Figure 1. Clock distribution (run 1).
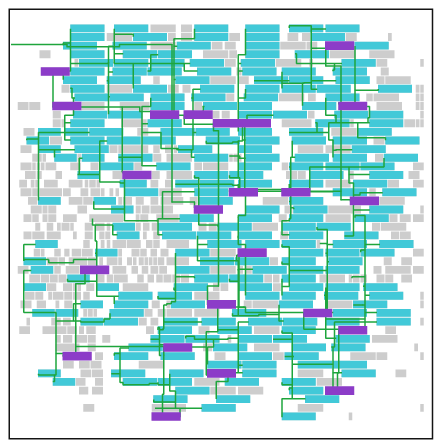
Figure 2. Cell outlines without signal wires (run 1).
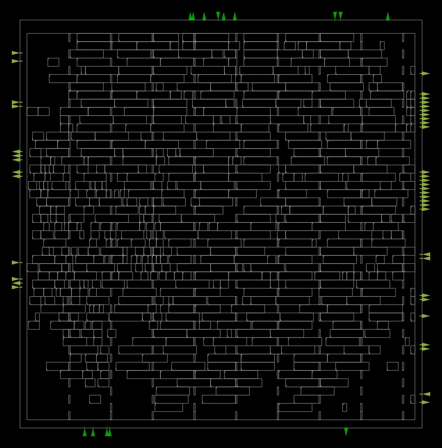
Figure 3. Wiring by layer (run 1).
Scale bar: 50 microns.
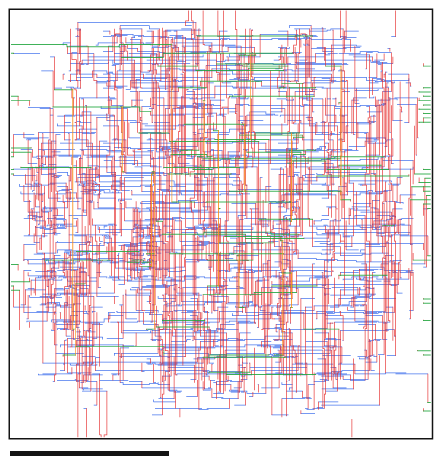
--- src/rtl/kb_repeat_fifo_pkg.sv ---
// kb_repeat_fifo_pkg: shared state encodings, entry layout and timing defaults
package kb_repeat_fifo_pkg;
    typedef enum logic [1:0] {ST_IDLE, ST_DELAY, ST_REPEAT} state_t;
    localparam int ENTRY_W = 13;
    localparam int KB_ASCII_LSB = 0;
    localparam int KB_FLAGS_LSB = 8;
    localparam int MS500 = 25000000;
    localparam int MS250 = 12500000;
endpackage

--- src/rtl/kb_repeat_fifo_event_fifo.sv ---
// kb_event_fifo: show-ahead event storage; empty reads as zero, full push needs a pop
module kb_event_fifo import kb_repeat_fifo_pkg::*; #(
    parameter int DEPTH = 16
) (
    input  logic                     clk,
    input  logic                     rst,
    input  logic                     push,
    input  logic [ENTRY_W-1:0]       din,
    input  logic                     pop,
    output logic [ENTRY_W-1:0]       dout,
    output logic                     full,
    output logic                     empty,
    output logic [$clog2(DEPTH):0]   count
);
    localparam int AW = $clog2(DEPTH);
    localparam int CW = AW + 1;
    logic [ENTRY_W-1:0] mem [DEPTH];
    logic [AW-1:0] wr_ptr_q, wr_ptr_d, rd_ptr_q, rd_ptr_d;
    logic [CW-1:0] count_q, count_d;
    logic do_push, do_pop;
    assign empty = count_q == '0;
    assign full  = count_q == CW'(DEPTH);
    assign count = count_q;
    assign dout  = empty ? '0 : mem[rd_ptr_q];
    // pointer and occupancy update; a pop frees the slot a full push needs
    always_comb begin
        do_pop   = pop && !empty;
        do_push  = push && (!full || do_pop);
        wr_ptr_d = do_push ? wr_ptr_q + AW'(1) : wr_ptr_q;
        rd_ptr_d = do_pop ? rd_ptr_q + AW'(1) : rd_ptr_q;
        count_d  = (do_push && !do_pop) ? count_q + CW'(1) :
                   (do_pop && !do_push) ? count_q - CW'(1) : count_q;
    end
    // state registers
    always_ff @(posedge clk) begin
        if (rst) begin
            wr_ptr_q <= '0;
            rd_ptr_q <= '0;
            count_q  <= '0;
        end else begin
            wr_ptr_q <= wr_ptr_d;
            rd_ptr_q <= rd_ptr_d;
            count_q  <= count_d;
        end
    end
    // entry RAM, no reset needed
    always_ff @(posedge clk) begin
        if (do_push) mem[wr_ptr_q] <= din;
    end
endmodule

--- src/rtl/kb_repeat_fifo.sv ---
// kb_repeat_fifo: key press / auto-repeat event generator feeding a show-ahead FIFO
// Auto-repeat timing is built only when KB_REPEAT_EN is defined; otherwise a held key pushes once.
module kb_repeat_fifo import kb_repeat_fifo_pkg::*; #(
    parameter int DEPTH  = 16,
    parameter int DELAY  = MS500,
    parameter int PERIOD = MS250
) (
    input  logic                   CLOCK_50,
    input  logic                   rst,
    input  logic [7:0]             ascii,
    input  logic [4:0]             kb_flags,
    input  logic                   rd_en,
    input  logic                   ovf_clr,
    output logic [31:0]            kb_data,
    output logic                   empty,
    output logic [$clog2(DEPTH):0] count,
    output logic                   overflow
);
    state_t state_q, state_d;
    logic [7:0] cur_key_q, cur_key_d;
    logic ovf_q, ovf_d;
    logic push, full;
    logic [ENTRY_W-1:0] head;
`ifdef KB_REPEAT_EN
    logic [31:0] timer_q, timer_d;
`else
    localparam int unused_timing = DELAY + PERIOD;
`endif
    // press FSM: new key or key change always wins over a timer expiry
    always_comb begin
        state_d   = state_q;
        cur_key_d = cur_key_q;
        push      = 1'b0;
`ifdef KB_REPEAT_EN
        timer_d   = timer_q + 32'd1;
`endif
        case (state_q)
            ST_IDLE:
                if (ascii != 8'd0) begin
                    push      = 1'b1;
                    cur_key_d = ascii;
                    state_d   = ST_DELAY;
                end
            default:
                if (ascii == 8'd0) state_d = ST_IDLE;
                else if (ascii != cur_key_q) begin
                    push      = 1'b1;
                    cur_key_d = ascii;
                    state_d   = ST_DELAY;
                end
`ifdef KB_REPEAT_EN
                else if (state_q == ST_DELAY && timer_q == 32'(DELAY - 1)) begin
                    push    = 1'b1;
                    state_d = ST_REPEAT;
                end else if (state_q == ST_REPEAT && timer_q == 32'(PERIOD - 1)) push = 1'b1;
`endif
        endcase
`ifdef KB_REPEAT_EN
        if (push || state_d == ST_IDLE) timer_d = '0;
`endif
        ovf_d = (push && full && !rd_en) ? 1'b1 : ovf_clr ? 1'b0 : ovf_q;
    end
    // FSM, timer and sticky overflow registers
    always_ff @(posedge CLOCK_50) begin
        if (rst) begin
            state_q   <= ST_IDLE;
            cur_key_q <= '0;
            ovf_q     <= 1'b0;
`ifdef KB_REPEAT_EN
            timer_q   <= '0;
`endif
        end else begin
            state_q   <= state_d;
            cur_key_q <= cur_key_d;
            ovf_q     <= ovf_d;
`ifdef KB_REPEAT_EN
            timer_q   <= timer_d;
`endif
        end
    end
    kb_event_fifo #(.DEPTH(DEPTH)) u_fifo (
        .clk   (CLOCK_50),
        .rst   (rst),
        .push  (push && !rst),
        .din   ({kb_flags, ascii}),
        .pop   (rd_en && !rst),
        .dout  (head),
        .full  (full),
        .empty (empty),
        .count (count)
    );
    assign kb_data  = {19'd0, head};
    assign overflow = ovf_q;
endmodule

--- config.mk ---
export PLATFORM = sky130hd
export DESIGN_NAME = kb_repeat_fifo
export DESIGN_NICKNAME = d
export VERILOG_FILES = /design/src/rtl/kb_repeat_fifo_pkg.sv /design/src/rtl/kb_repeat_fifo_event_fifo.sv /design/src/rtl/kb_repeat_fifo.sv
export SDC_FILE = /design/constraint.sdc
export NUM_CORES = 1
export LEC_CHECK = 0
export CAP_MARGIN = 20
export CORE_AREA = 2 2 131 133
export DETAILED_ROUTE_END_ITERATION = 8
export DIE_AREA = 0 0 133 135
export MAX_ROUTING_LAYER = met4
export PLACE_DENSITY = 0.78
export SLEW_MARGIN = 20
export SYNTH_ARGS = -nofsm -noshare
export SYNTH_HDL_FRONTEND = slang
export SYNTH_HIERARCHICAL = 1
export SYNTH_SLANG_ARGS = --single-unit
--- constraint.sdc ---
create_clock -name CLOCK_50 -period 4 [get_ports CLOCK_50]
set_input_delay 1 -clock CLOCK_50 [delete_from_list [all_inputs] [get_ports CLOCK_50]]
set_output_delay 1 -clock CLOCK_50 [all_outputs]
set_load 0.02 [all_outputs]
==> flow_summary_export.csv, run 1 <==
group,metric,value,unit
min_path,hp-class,"flip-flop to flip-flop",
finish,stdcell_area,11200,sq um
logic_synthesis,top_cell_area_share,64.9,%
drt,ant_nets,0,
global_routing,grt-ovfl-total,0,
clock_tree,root_buffer,"clkbuf_16",
logic_synthesis,topCombFamilyByArea,"multiplexers",
placed_design,io_buffers,36,
finish,bufAreaShareNonClock,7.99,%
critical_path,end_kind,"output pin",
logic_synthesis,ys_types,45,
final_timing,hold_viol_final,0,
logic_synthesis,postSynthAreaPerCell,18.8,sq um
logic_synthesis,netlist_area,9630,sq um
critical_path,critPathTopFamily,"buffers and inverters",
finish,drive_gt1_share,25.1,%
die,die_y,135,microns
critical_path,crit_end,"kb_data[4]",
placed_design,placed_area,10500,sq um
finish,nNonClkBuffers,96,
logic_synthesis,synth.cellmix.compoundShare,4.01,%
global_routing,grt_pass1_vias,5252,
die,fp-utilization,58.7,%
logic_synthesis,ys_area,9630,sq um
logic_synthesis,most_common_cell,"edfxtp_1",
critical_path,cp_max_fo,38,
placed_design,dp_cells,800,
power_and_ir_drop,combPwrFrac,22.0,%
logic_synthesis,yosys_warnings,6,
logic_synthesis,top_area_cell,"edfxtp_1",
critical_path,crit_path_start_kind,"flip-flop",
critical_path,worstSetupPathType,"flip-flop to output pin",
clock_tree,hold_buffers,0,
power_and_ir_drop,pwr-share-seq,45.6,%
power_and_ir_drop,seq-power,0.00286,W
clock_tree,cts.sinks,235,
finish,lay_top_cells,"208 x edfxtp_1, 53 x buf_4, 49 x mux4_2",
global_routing,antenna_found_initial,0,
final_timing,slew_headroom,50.7,%
power_and_ir_drop,power.total,0.00627,W
clock_tree,post_cts_buffers,0,
final_timing,finalClockPeriodUsage,97.3,%
status,status,"complete, no violations",
finish,fin_nets,632,
logic_synthesis,yosys.area_share.adder,1.38,%
logic_synthesis,postSynthCellCount,512,
job,warning_count,29,
clock_tree,cts_tree,"built",
power_and_ir_drop,power_leader,"registers",
critical_path,r2r_slack,1.04,ns
power_and_ir_drop,power_density,558,nW/um^2
drt,vias_per_cell,6.00,
finish,antenna_cells,0,
finish,area.growth.synth_to_final,16.7,%
finish,combGateArea,2550,sq um
drt,post-route-drc-count,0,
logic_synthesis,top_cells_by_count,"208 x edfxtp_1, 49 x mux4_2, 30 x buf_4, 28 x nor2_1",
final_timing,rsz0062_at_grt,"no",
critical_path,cp.required,3.00,ns
clock_tree,path_clk_slew,0.06,ns
clock_tree,clock_path_buffers,3,
finish,regMostFlops,"u_fifo/mem",
final_timing,worst_slew_pin_slew,0.739,ns
critical_path,critPathMaxStageDelay,0.61,ns
placed_design,hpwl,12600,microns
logic_synthesis,simple_gate_area_share,4.85,%
logic_synthesis,dominantRegCellSynth,"edfxtp_1",
finish,inverters,5,
min_path,min_from,"overflow",
power_and_ir_drop,p_int,0.00461,W
placed_design,preCtsSetupSlack,-0.188,ns
finish,comb_share,22.7,%
finish,largest_reg_flops,208,
power_and_ir_drop,netSwitchingFraction,26.5,%
logic_synthesis,async_flop_share,0,%
final_timing,whs,0.480,ns
finish,clkCellAreaFrac,6.28,%
critical_path,path_depth,6,
finish,largest_class,"flip-flops and latches",
power_and_ir_drop,p_switching,0.00166,W
logic_synthesis,ys.flops,235,
die,die_x,133,microns
clock_tree,htreeDepth,1,
finish,clkbuf_count,29,
critical_path,critical_path_buf_inv_count,2,
power_and_ir_drop,comb_power,0.00138,W
final_timing,clock_skew,0.00612,ns
power_and_ir_drop,clock_power,0.00203,W
finish,flop_area,6790,sq um
drt,drt_iter0_drc,457,
clock_tree,numCtsBuffers,23,
finish,logic_gate_count,244,
logic_synthesis,ys_seq_share,70.5,%
power_and_ir_drop,vdd_drop_max,390,uV
job,cap_viol_max_count,0,
critical_path,slowest_stage,"clkdlybuf4s50_1",
final_timing,setup_slack,0.107,ns
die,fp.coreArea,16400,sq um
critical_path,arrival,2.89,ns
die,io_pins,56,
critical_path,path_cells,"buf_12 > mux4_2 > nor2b_1 > a211oi_1 > a211oi_1 > clkdlybuf4s50_1",
final_timing,slew_viol_final,0,
die,rows,47,
logic_synthesis,edf_count,208,
drt,firstDrtPassIters,4,
die,dieArea,18000,sq um
critical_path,worst-r2r-cell-count,13,
finish,sh_seq_area,60.4,%
min_path,hold_depth,1,
global_routing,grt_max_degree,39,
placed_design,gp_congestion,0.865,
logic_synthesis,ys_sh_mux,14.1,%
final_timing,finalCriticalPeriod,3.89,ns
finish,layout.cells.most_common,"edfxtp_1",
critical_path,regToRegStartpoint,"cur_key_q[3]",
min_path,hold_path_end,"overflow",
logic_synthesis,xor_share,1.46,%
clock_tree,cts_resized,1,
final_timing,fmax,0.257,GHz
logic_synthesis,ys_cells,512,
critical_path,timing.rr.end,"u_fifo/count[4]",
global_routing,grt_pass1_wl,30700,microns
power_and_ir_drop,leakage,3.74,nW
final_timing,setup_violations,0,
logic_synthesis,area_leaders,"edfxtp_1 65%, mux4_2 11%, dfxtp_1 5.6%",
critical_path,cp_common_cell,"a211oi_1",
-- Figure 1 (at the start) --
legend:
  clock wires:
    colour: green
    length: 2370 microns
  flip-flops:
    colour: cyan
    count: 235
  clock-net drivers:
    colour: purple
    count: 23
flops lie: spread over the die
routed clock nets: 24
clk latency late pin: 0.50 ns
Clk pwr share: 32.4%

-- Figure 2 (at the start) --
Final Core Density: 68.5%
Cell Count, Final, Fillers Out: 841
well tap count: 220
seq_cells: 235
count of filler cells inserted in the layout: 1025

-- Figure 3 (at the start) --
legend:
  M1:
    colour: blue
    wire_length: 7840 microns
  M4:
    colour: orange
    wire_length: 494 microns
  M2:
    colour: red
    wire_length: 10700 microns
  M3:
    colour: green
    wire_length: 1380 microns
DR vias: 5043
final WL: 20400 microns
Avg WL per Cell: 24.3 microns
Total Routing Usage GR: 24.0%

## run 1: through the flow
stage | utilization, % | TNS (ns)
3_3_place_gp | 64.2 | -0.0769
3_5_place_dp | 64.2 | -0.348
5_1_grt | 68.5 | 0
4_1_cts | 68.5 | 0
2_1_floorplan | - | 0
6_report | 68.5 | 0
## run 1: metal layers
metal | up-vias | track usage, % | share of wire, %
met5 | - | - | 0
met4 | 0 | 7.41 | 2.4
met3 | 36 | 2.67 | 6.8
met2 | 215 | 41.1 | 52
met1 | 2601 | 30.8 | 38
li1 | 2191 | - | -
## run 1: cells by family (layout without fill, tap and decap cells)
family / Yosys count / in the layout
buf+inv: 51 / 142
mux: 69 / 69
other cells: 1 / 19
flops: 235 / 235
simple gates: 81 / 81
xor+xnor: 16 / 16
fa+ha+maj: 10 / 10
compound gates: 49 / 49
==> run 1 -> run 2 <==
CORE_AREA = 2 2 159 161   (was 2 2 131 133)
DIE_AREA = 0 0 161 163   (was 0 0 133 135)
PLACE_DENSITY = not set   (was 0.78)
==> run 2 against run 1 <==
  * Critical path depth did not move
  * Maximum frequency rose by 2.0%
  * Worst setup slack gained 0.077 ns
  * Critical path type unchanged
  * Largest cell class unchanged
==> flow_summary_export.csv, run 2 <==
group,metric,value,unit
min_path,min_from,"overflow",
finish,regMostFlops,"u_fifo/mem",
logic_synthesis,topCombFamilyByArea,"multiplexers",
critical_path,worst-r2r-cell-count,13,
logic_synthesis,top_cells_by_count,"208 x edfxtp_1, 49 x mux4_2, 30 x buf_4, 28 x nor2_1",
logic_synthesis,dominantRegCellSynth,"edfxtp_1",
finish,bufAreaShareNonClock,9.10,%
finish,combGateArea,2550,sq um
clock_tree,htreeDepth,1,
critical_path,r2r_slack,1.06,ns
power_and_ir_drop,p_switching,0.00170,W
finish,antenna_cells,0,
min_path,hold_path_end,"overflow",
drt,post-route-drc-count,0,
clock_tree,path_clk_slew,0.06,ns
logic_synthesis,ys.flops,235,
finish,flop_area,6800,sq um
global_routing,grt-ovfl-total,0,
drt,firstDrtPassIters,4,
die,die_y,163,microns
final_timing,worst_slew_pin_slew,0.670,ns
placed_design,preCtsSetupSlack,-0.254,ns
final_timing,finalCriticalPeriod,3.82,ns
global_routing,use_met3,2.60,%
die,die_x,161,microns
drt,highest_layer,"met4",
critical_path,critPathMaxStageDelay,0.71,ns
status,status,"complete, no violations",
critical_path,critPathTopFamily,"buffers and inverters",
critical_path,regToRegStartpoint,"cur_key_q[3]",
power_and_ir_drop,vdd_drop_max,404,uV
finish,area.growth.synth_to_final,19.9,%
global_routing,met2_usage,28.8,%
logic_synthesis,netlist_area,9630,sq um
finish,largest_class,"flip-flops and latches",
job,cap_viol_max_count,0,
logic_synthesis,top_area_cell,"edfxtp_1",
drt,wl,20900,microns
clock_tree,cts_tree,"built",
final_timing,finalClockPeriodUsage,95.4,%
die,fp-utilization,39.0,%
finish,logic_gate_count,244,
finish,largest_reg_flops,208,
critical_path,critical_path_buf_inv_count,2,
drt,vias_per_cell,5.18,
global_routing,met1_usage,21.8,%
min_path,hp-class,"flip-flop to flip-flop",
critical_path,path_cells,"buf_4 > mux4_2 > nor2b_1 > a211oi_1 > a211oi_1 > clkdlybuf4s50_1",
power_and_ir_drop,leakage,3.80,nW
clock_tree,hold_buffers,0,
logic_synthesis,ys_cells,512,
power_and_ir_drop,combPwrFrac,22.5,%
critical_path,end_kind,"output pin",
logic_synthesis,synth.cellmix.compoundShare,4.01,%
logic_synthesis,postSynthAreaPerCell,18.8,sq um
critical_path,path_depth,6,
drt,drt-wirelength-per-cell,21.8,microns
logic_synthesis,most_common_cell,"edfxtp_1",
clock_tree,root_buffer,"clkbuf_16",
logic_synthesis,ys_seq_share,70.5,%
finish,clkCellAreaFrac,6.22,%
final_timing,setup_slack,0.184,ns
global_routing,grt_pass1_vias,5334,
finish,comb_share,22.1,%
critical_path,crit_path_start_kind,"flip-flop",
finish,clkbuf_count,29,
logic_synthesis,edf_count,208,
logic_synthesis,postSynthCellCount,512,
final_timing,fmax,0.262,GHz
power_and_ir_drop,p_int,0.00459,W
power_and_ir_drop,power_density,545,nW/um^2
global_routing,grt_max_degree,22,
==> run 2: netlist changes by cell type in the layout (fill, tap and decap cells not counted) <==
cell / change
dfxtp_4: +1
clkbuf_8: +3
clkinv_1: +2
bufinv_16: -2
clkinv_4: +1
clkinvlp_4: +1
clkinv_2: -2
inv_6: -1
buf_4: -1
clkbuf_1: -4
dfxtp_2: -1
clkinv_8: +1
buf_12: +8
clkbuf_16: +1
==> run 2: per-stage QoR <==
step           cells  setup TNS [ns]  area (sq um)  util [%]  power, W
2_1_floorplan    530               0          9700         -   0.00372
3_3_place_gp     913          -0.209         10800      43.7   0.00430
3_5_place_dp     913          -0.425         10800      43.7   0.00432
4_1_cts          954               0         11500      46.7   0.00636
5_1_grt          958               0         11500      46.8   0.00656
6_report         958               0         11500      46.8   0.00629
Figure 4. I/O nets highlighted (run 2).
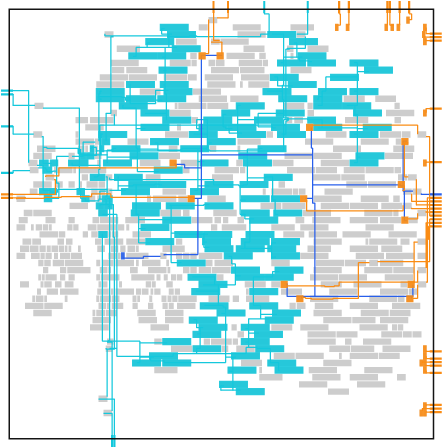
legend:
  kb_data:
    colour: orange
    bits: 32
    direction: output
    end_cells: 32
    buffers: 13
    wire: 666 microns
  ascii:
    colour: cyan
    bits: 8
    direction: input
    end_cells: 148
    buffers: 18
    wire: 2150 microns
  empty:
    colour: blue
    bits: 1
    direction: output
    end_cells: 1
    buffers: 2
    wire: 372 microns
I/O pin cnt: 56
port buffer count: 36

Figure 5. Cell outlines without signal wires (run 2).
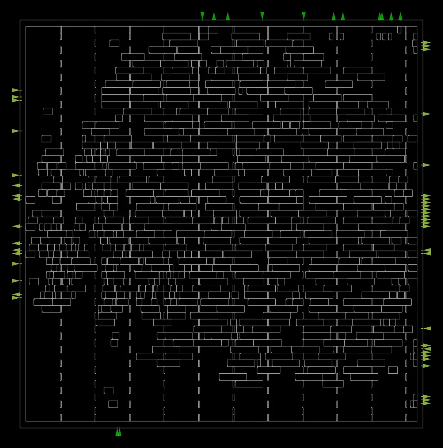
count of filler cells inserted in the layout: 2088
Core ar.: 24700 sq um
well tap count: 330

Figure 6. Clock distribution (run 2).
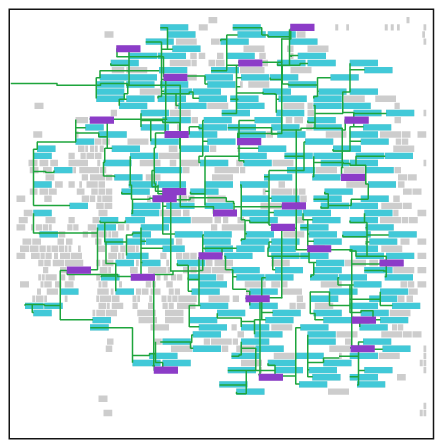
legend:
  flip-flops:
    colour: cyan
    count: 235
  clock-net drivers:
    colour: purple
    count: 24
  clock wires:
    colour: green
    length: 2630 microns
routed clock nets: 25
flops lie: spread over the die
clk latency late pin: 0.52 ns
clk_skew: 0.0240 ns
Clk pwr share: 32.3%
Clk power: 0.00203 W

==> run 2 -> run 3 <==
CTS_CLUSTER_SIZE = 24   (was not set)
SLEW_MARGIN = 10   (was 20)
==> run 3 against run 2 <==
  * Register-to-register slack is essentially flat
  * Power did not move
  * Clock skew unchanged
  * Worst setup slack is the same
  * Largest power group unchanged
==> flow_summary_export.csv, run 3 <==
group,metric,value,unit
status,status,"complete, no violations",
finish,antenna_cells,0,
power_and_ir_drop,vdd_drop_max,404,uV
finish,bufAreaShareNonClock,9.10,%
clock_tree,path_clk_slew,0.06,ns
finish,fillers,2088,
finish,clkbuf_count,29,
clock_tree,cts_tree,"built",
min_path,hold_path_end,"overflow",
logic_synthesis,top_area_cell,"edfxtp_1",
critical_path,crit_path_start_kind,"flip-flop",
final_timing,slew_headroom,55.3,%
logic_synthesis,ys_area,9630,sq um
clock_tree,clk_latency,0.52,ns
critical_path,worst-r2r-cell-count,13,
finish,stdcell_area,11500,sq um
drt,met2_length,10500,microns
final_timing,setup_slack,0.184,ns
die,n_tap_cell,330,
logic_synthesis,ys_cells,512,
finish,clkCellAreaFrac,6.22,%
logic_synthesis,yosys_warnings,6,
logic_synthesis,edf_count,208,
global_routing,met2_usage,28.8,%
power_and_ir_drop,p_switching,0.00170,W
critical_path,regToRegStartpoint,"cur_key_q[3]",
power_and_ir_drop,leakage,3.80,nW
placed_design,gp_congestion,0.792,
drt,highest_layer,"met4",
logic_synthesis,postSynthCellCount,512,
finish,area.growth.synth_to_final,19.9,%
final_timing,clock_skew,0.0240,ns
logic_synthesis,most_common_cell,"edfxtp_1",
final_timing,setup_violations,0,
global_routing,met1_usage,21.8,%
logic_synthesis,area_leaders,"edfxtp_1 65%, mux4_2 11%, dfxtp_1 5.6%",
global_routing,grt_max_degree,22,
drt,wl,20900,microns
finish,flop_area,6800,sq um
finish,comb_share,22.1,%
placed_design,dp_cells,913,
logic_synthesis,async_flop_share,0,%
logic_synthesis,ys.flops,235,
drt,post-route-drc-count,0,
power_and_ir_drop,power.total,0.00629,W
logic_synthesis,postSynthAreaPerCell,18.8,sq um
finish,regMostFlops,"u_fifo/mem",
power_and_ir_drop,seq-power,0.00285,W
finish,drive_gt1_share,26.3,%
logic_synthesis,netlist_area,9630,sq um
clock_tree,hold_buffers,0,
placed_design,placed_area,10800,sq um
final_timing,fmax,0.262,GHz
power_and_ir_drop,power_density,545,nW/um^2
power_and_ir_drop,p_int,0.00459,W
global_routing,grt_busiest_layer,"met2",
final_timing,finalCriticalPeriod,3.82,ns
min_path,hold_depth,1,
final_timing,fin_setup_tns,0,ns
global_routing,use_met3,2.60,%
clock_tree,htreeDepth,1,
final_timing,finalClockPeriodUsage,95.4,%
logic_synthesis,ys_seq_share,70.5,%
critical_path,crit_end,"kb_data[3]",
drt,drt-wirelength-per-cell,21.8,microns
power_and_ir_drop,clock_power,0.00203,W
clock_tree,root_buffer,"clkbuf_16",
drt,firstDrtPassIters,4,
drt,wirelength_met1,8970,microns
critical_path,cp_max_fo,6,
logic_synthesis,top_cell_area_share,64.9,%
finish,ff_count,235,
power_and_ir_drop,pwr-share-clk,32.3,%
drt,vias,4967,
global_routing,grt-ovfl-total,0,
power_and_ir_drop,combPwrFrac,22.5,%
finish,logic_gate_count,244,
job,cap_viol_max_count,0,
drt,vias_per_cell,5.18,
die,io_pins,56,
clock_tree,cts.sinks,235,
final_timing,worst_slew_pin_slew,0.670,ns
finish,largest_class,"flip-flops and latches",
logic_synthesis,dominantRegCellSynth,"edfxtp_1",
die,dieArea,26200,sq um
placed_design,hpwl,13100,microns
placed_design,preCtsSetupSlack,-0.254,ns
final_timing,slew_viol_final,0,
finish,inverters,5,
finish,largest_reg_flops,208,
global_routing,grt_pass1_vias,5334,
critical_path,r2r_slack,1.06,ns
die,fp.coreArea,24700,sq um
min_path,min_from,"overflow",
power_and_ir_drop,pwr-share-seq,45.3,%
min_path,hp-class,"flip-flop to flip-flop",
critical_path,arrival,2.82,ns
die,fp-utilization,39.0,%
placed_design,io_buffers,36,
logic_synthesis,top_cells_by_count,"208 x edfxtp_1, 49 x mux4_2, 30 x buf_4, 28 x nor2_1",
finish,combGateArea,2550,sq um
critical_path,end_kind,"output pin",
[run 3: cell counts after synthesis]
No cell type changed its count.
[run 3: cells by family (layout without fill, tap and decap cells)]
group | Yosys count | count (layout) | share of synthesized area [%]
flops | 235 | 235 | 70.5
simple gates | 81 | 81 | 4.85
mux | 69 | 69 | 14.1
buf+inv | 51 | 149 | 3.74
compound gates | 49 | 49 | 4.01
xor+xnor | 16 | 16 | 1.46
fa+ha+maj | 10 | 10 | 1.38
other cells | 1 | 19 | 0.0389
[run 3: timing repair]
item,CTS,global route
resized,2,0
setup buffers,0,4
setup endpoints to repair,3,1
[run 3: critical path: stages, from the launching register on]
cell             delay [ns]
dfxtp_4                0.38
buf_4                  0.18
mux4_2                 0.34
nor2b_1                0.15
a211oi_1               0.08
a211oi_1               0.47
clkdlybuf4s50_1        0.71
Figure 7. Ports around the boundary (run 3).
Pins as bars across the die edge, other pins in grey.
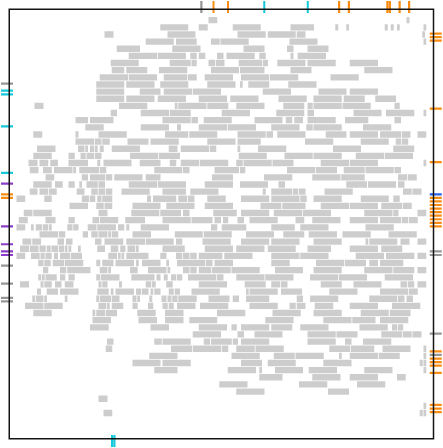
legend:
  empty:
    colour: blue
    pins: 1
    direction: output
    edge: right
  kb_data:
    colour: orange
    pins: 32
    direction: output
    edge: 22 right, 8 top, 2 left
  count:
    colour: purple
    pins: 5
    direction: output
    edge: left
  ascii:
    colour: cyan
    pins: 8
    direction: input
    edge: 4 left, 2 bottom, 2 top
all pins by edge: 27 right, 16 left, 11 top, 2 bottom
Die Wd: 161 microns
Die Height: 163 microns

Figure 8. Clock distribution (run 3).
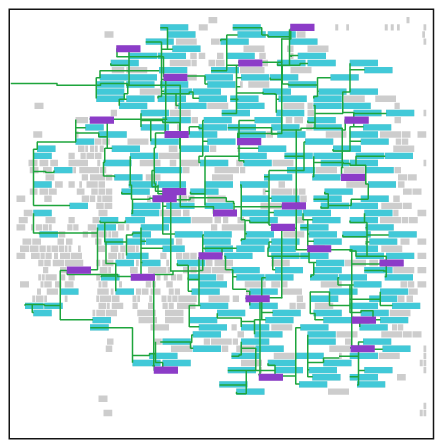
legend:
  clock wires:
    colour: green
    length: 2630 microns
  flip-flops:
    colour: cyan
    count: 235
  clock-net drivers:
    colour: purple
    count: 24
flops lie: spread over the die

Figure 9. Cell outlines without signal wires (run 3).
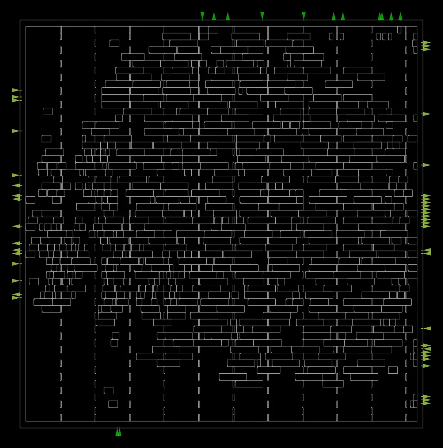
Seq/total area: 58.8%
# rows: 58
Cell Count, Final, Fillers Out: 958
Final Core Density: 46.8%

No activity file was given, so power comes from the tool's default toggle rates.
